==> config.mk <==
export PLATFORM = sky130hd
export DESIGN_NAME = rr_arbiter_burst_lock_flat
export DESIGN_NICKNAME = d
export VERILOG_FILES = /design/src/rtl/rr_arbiter_burst_lock_pkg.sv /design/src/rtl/rr_arbiter_burst_lock_if.sv /design/src/rtl/rr_arbiter_burst_lock_prio.sv /design/src/rtl/rr_arbiter_burst_lock.sv /design/src/flat_wrapper.sv
export SDC_FILE = /design/constraint.sdc
export NUM_CORES = 1
export LEC_CHECK = 0
export CAP_MARGIN = 20
export CORE_UTILIZATION = 40
export DETAILED_ROUTE_END_ITERATION = 10
export GPL_TIMING_DRIVEN = 0
export HOLD_SLACK_MARGIN = 0.12
export PLACE_DENSITY = 0.71
export SKIP_CTS_REPAIR_TIMING = 1
export SLEW_MARGIN = 20
export SYNTH_ARGS = -nofsm -noshare
export SYNTH_HDL_FRONTEND = slang
export SYNTH_SLANG_ARGS = --single-unit
==> constraint.sdc <==
create_clock -name clk -period 2.7 [get_ports clk]
set_input_delay 0.54 -clock clk [delete_from_list [all_inputs] [get_ports clk]]
set_output_delay 0.54 -clock clk [all_outputs]
set_load 0.1 [all_outputs]
### Sequential cells grouped by signal name, run 1

The bar under the picture is 10 um long. Other sequential cells in the stronger gray, the rest of the logic in the fainter gray.
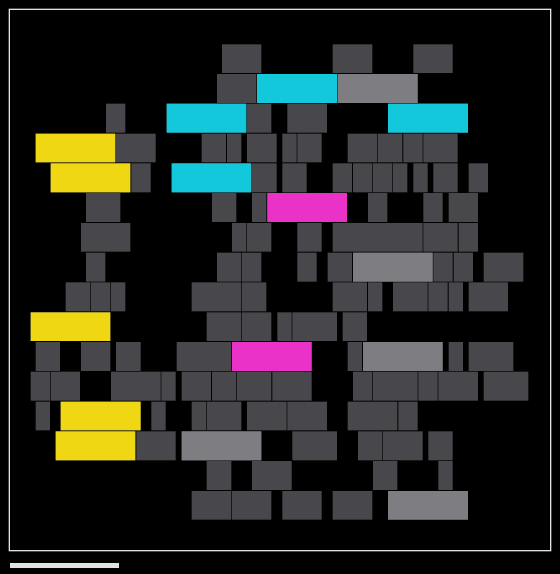
- u_core.cnt_q: yellow (flops 5)
- u_core.bus.gnt_id: magenta (flops 2)
- u_core.bus.gnt: cyan (flops 4; where top center)
flop share of the area: 28.7%
register area: 320 um2

### Clock distribution, run 1

The bar under the picture is 10 um long.
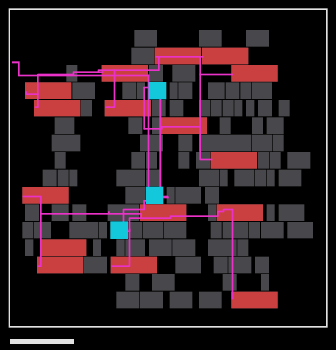
- flip-flops: red (count 16)
- clock drivers: cyan (count 3)
- clock wires: magenta (length 232 um)
- routed clock nets: 4
- flops lie: all over the die
Worst-Skew Late Latency: 290 ps
clock group total power: 0.163 mW
Final Skew: 5.40 ps
clock power share: 27.1%

### Clock nets, run 1

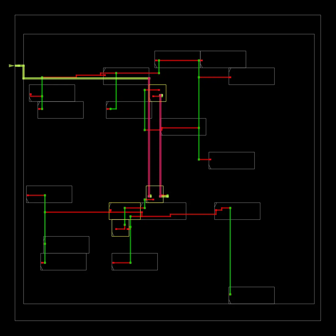
clk sinks: 16
clk_buf instances: 4
seq_cells: 16
CTS Buf Count: 3

==> flow_summary.toml, run 1 <==
# yosys + openroad results
[grt]
grt_util_all_layers_pct = 19.1
busiest_layer = "met2"
use_met3_pct = 3.74
overflow = 0
antenna_found_initial = 0
globalRouteMet2Util_pct = 30.4
grt_pass1_wl_um = 3530
grt_pass1_vias = 792
grtUsageMet1_pct = 24.5

[power]
pwr-share-comb_pct = 29.2
intPower_mw = 0.393
power_frac_seq_pct = 43.7
pg_seq_mw = 0.263
p_sw_share_pct = 34.7
p_per_area_mw_per_mm2 = 538
power-top-group = "registers"
power_mw = 0.601
comb-power_mw = 0.176
p_leak_nw = 0.381
power.switching_mw = 0.208

[setup_path]
critPathLaunchType = "flop"
worstSetupEndpointType = "output pin"
r2r_slack_ps = 270
cp_data_arrival_time_ps = 1980
critPathMaxStageDelay_ps = 1190
crit_chain = "clkdlybuf4s50_1"
path_buffers = 1
crit_type = "reg -> out"
crit_family = "buffers and inverters"
critical_path.max_fanout = 7

[synth]
ys_types = 36
synth_nets = 116
aoi_share_pct = 22.8
yosysWarnings = 0
syn_area_per_cell_um2 = 8.78
mux_area_share_pct = 9.64
synthTopCellsByArea = "dfxtp_1, o21ai_0, a31oi_1"
ff_type = "dfxtp_1"
top_cell = "dfxtp_1"
netlist_logic_family_top = "AND-OR/OR-AND gates"
synthTopCellsByCount = "dfxtp_1, o21ai_0, a21oi_1, a31oi_1"
synth_xor_xnor_area_share_pct = 0.978
edf_count = 0
synthCells = 102
yosysChipArea_um2 = 896
simple_gate_area_share_pct = 20.8
ys_sh_adder_pct = 4.19
ys_seq_share_pct = 35.8
top_area_cell = "dfxtp_1"
yosys_cells = 102
ys_async_sr_fraction_pct = 0
top_area_share_pct = 35.8

[timing]
timing.final.crit_share_pct = 93.4
fin_crit_ps = 2520
final.setup.worst_slack_ps = 177
slew_violations = 0
slew_headroom_pct = 35.3
rsz0062_at_grt = "no"
fmax_mhz = 396
tightestPinTransition_ps = 968
finalHoldViolCount = 0
fin_setup_tns_ps = 0

[detailed_routing]
initialDrtViolationCount = 7
wl_met2_um = 1060
drc = 0
wire_per_inst_um = 13.8
firstDrtPassIters = 4
highest-signal-layer = "met4"
viasPerCell = 5.78
wl_met3_um = 73
ant_nets = 0

[cells_and_area]
logic_gate_count = 76
final_layout_size_suffix_gt1_share_pct = 9.92
diodes = 0
signal_buffers = 21
num-nets-final = 136
comb_share_pct = 46.9
final_core_util_pct = 54.7
clock_area_share_pct = 3.25
n_all_inverters = 4
fin_cells = 148
final-nonclk-buf-share_pct = 16.8
lay_top_cells = "dfxtp_1, clkdlybuf4s50_1, o21ai_0, a31oi_1, a21oi_1"
areaGrowthSynthToFinish_pct = 24.6
dominant_cells = "multi-input combinational cells"
mostFrequentLayoutCell = "dfxtp_1"
largest_reg_flops = 5
n_fill_cell = 197
final_area_mm2 = 0.00112

[place]
portBuffers = 15
hpwlAfterDp_um = 1550
pre_cts_ws_ps = 114
gp_congestion = 0.814
placed_cells = 144

[clocking]
cts_tree = "done"
clock_path_buffers = 2
path_clk_slew_ps = 100
clockRootBuffer = "clkbuf_4"

[die]
die_h_um = 49.3
tapCellCount = 27
design.die.area_mm2 = 0.00243
initCoreUtil_pct = 43.9
die-width_um = 49.3
rows = 16

[hold_path]
hold_depth = 2

[outcome]
outcome = "complete, no violations"

[run]
drv_cap = 0
tool_warnings = 26
--- run 2 (diff from run 1) ---
CTS_BUF_LIST = sky130_fd_sc_hd__clkbuf_2 sky130_fd_sc_hd__clkbuf_4 sky130_fd_sc_hd__clkbuf_8   (was unset)
### Clock nets, run 2

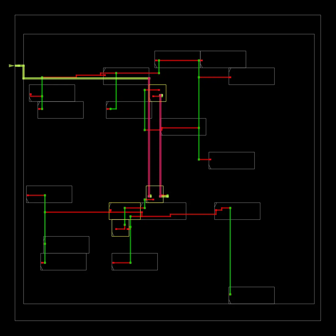

==> run 2 against run 1 <==
Compared with the run above: register-to-register slack barely moved; hold slack did not move; cell area did not move; critical endpoint unchanged; largest cell class unchanged.
==> flow_summary.toml, run 2 <==
# yosys + openroad results
[power]
power_frac_seq_pct = 43.7
power-top-group = "registers"
power.switching_mw = 0.208
pg_seq_mw = 0.263
comb-power_mw = 0.176
intPower_mw = 0.393
p_leak_nw = 0.381
p_per_area_mw_per_mm2 = 538
pwr-share-comb_pct = 29.2
p_sw_share_pct = 34.7

[timing]
finalHoldViolCount = 0
tightestPinTransition_ps = 968
timing.final.crit_share_pct = 93.4
slew_headroom_pct = 35.3
fmax_mhz = 396
fin_crit_ps = 2520
final.setup.worst_slack_ps = 177
fin_setup_tns_ps = 0

[cells_and_area]
final_area_mm2 = 0.00112
n_all_inverters = 4
logic_gate_count = 76
dominant_cells = "multi-input combinational cells"
n_clock_buffer = 4
clock_area_share_pct = 3.25
regArea_um2 = 320
ff_count = 16
num-nets-final = 136
largest_reg_flops = 5
final_layout_size_suffix_gt1_share_pct = 9.92
final-nonclk-buf-share_pct = 16.8
areaGrowthSynthToFinish_pct = 24.6
fin_cells = 148
mostFrequentLayoutCell = "dfxtp_1"

[detailed_routing]
highest-signal-layer = "met4"
initialDrtViolationCount = 7
wl_met3_um = 73

[grt]
grtUsageMet1_pct = 24.5
grt_util_all_layers_pct = 19.1
use_met3_pct = 3.74
busiest_layer = "met2"
globalRouteMet2Util_pct = 30.4

[synth]
mux_area_share_pct = 9.64
top_area_cell = "dfxtp_1"
synthCells = 102
netlist_logic_family_top = "AND-OR/OR-AND gates"
ff_type = "dfxtp_1"
ys_async_sr_fraction_pct = 0
synthTopCellsByCount = "dfxtp_1, o21ai_0, a21oi_1, a31oi_1"
top_cell = "dfxtp_1"
ys_sh_adder_pct = 4.19
ys_types = 36
top_area_share_pct = 35.8
syn_area_per_cell_um2 = 8.78
yosysChipArea_um2 = 896
aoi_share_pct = 22.8

[place]
hpwlAfterDp_um = 1550
placed_cells = 144
portBuffers = 15

[clocking]
numCtsBuffers = 3
clkLatencyLatePin_ps = 290
path_clk_slew_ps = 100
clockRootBuffer = "clkbuf_4"

[die]
initCoreUtil_pct = 43.9
rows = 16
design.die.area_mm2 = 0.00243
die-width_um = 49.3

[setup_path]
crit_chain = "clkdlybuf4s50_1"
critPathLaunchType = "flop"
crit_family = "buffers and inverters"
cp_data_arrival_time_ps = 1980
worstSetupEndpointType = "output pin"

[outcome]
outcome = "complete, no violations"

[hold_path]
hold_depth = 2
Power figures rest on the tool's default switching activity, not on a simulated workload.
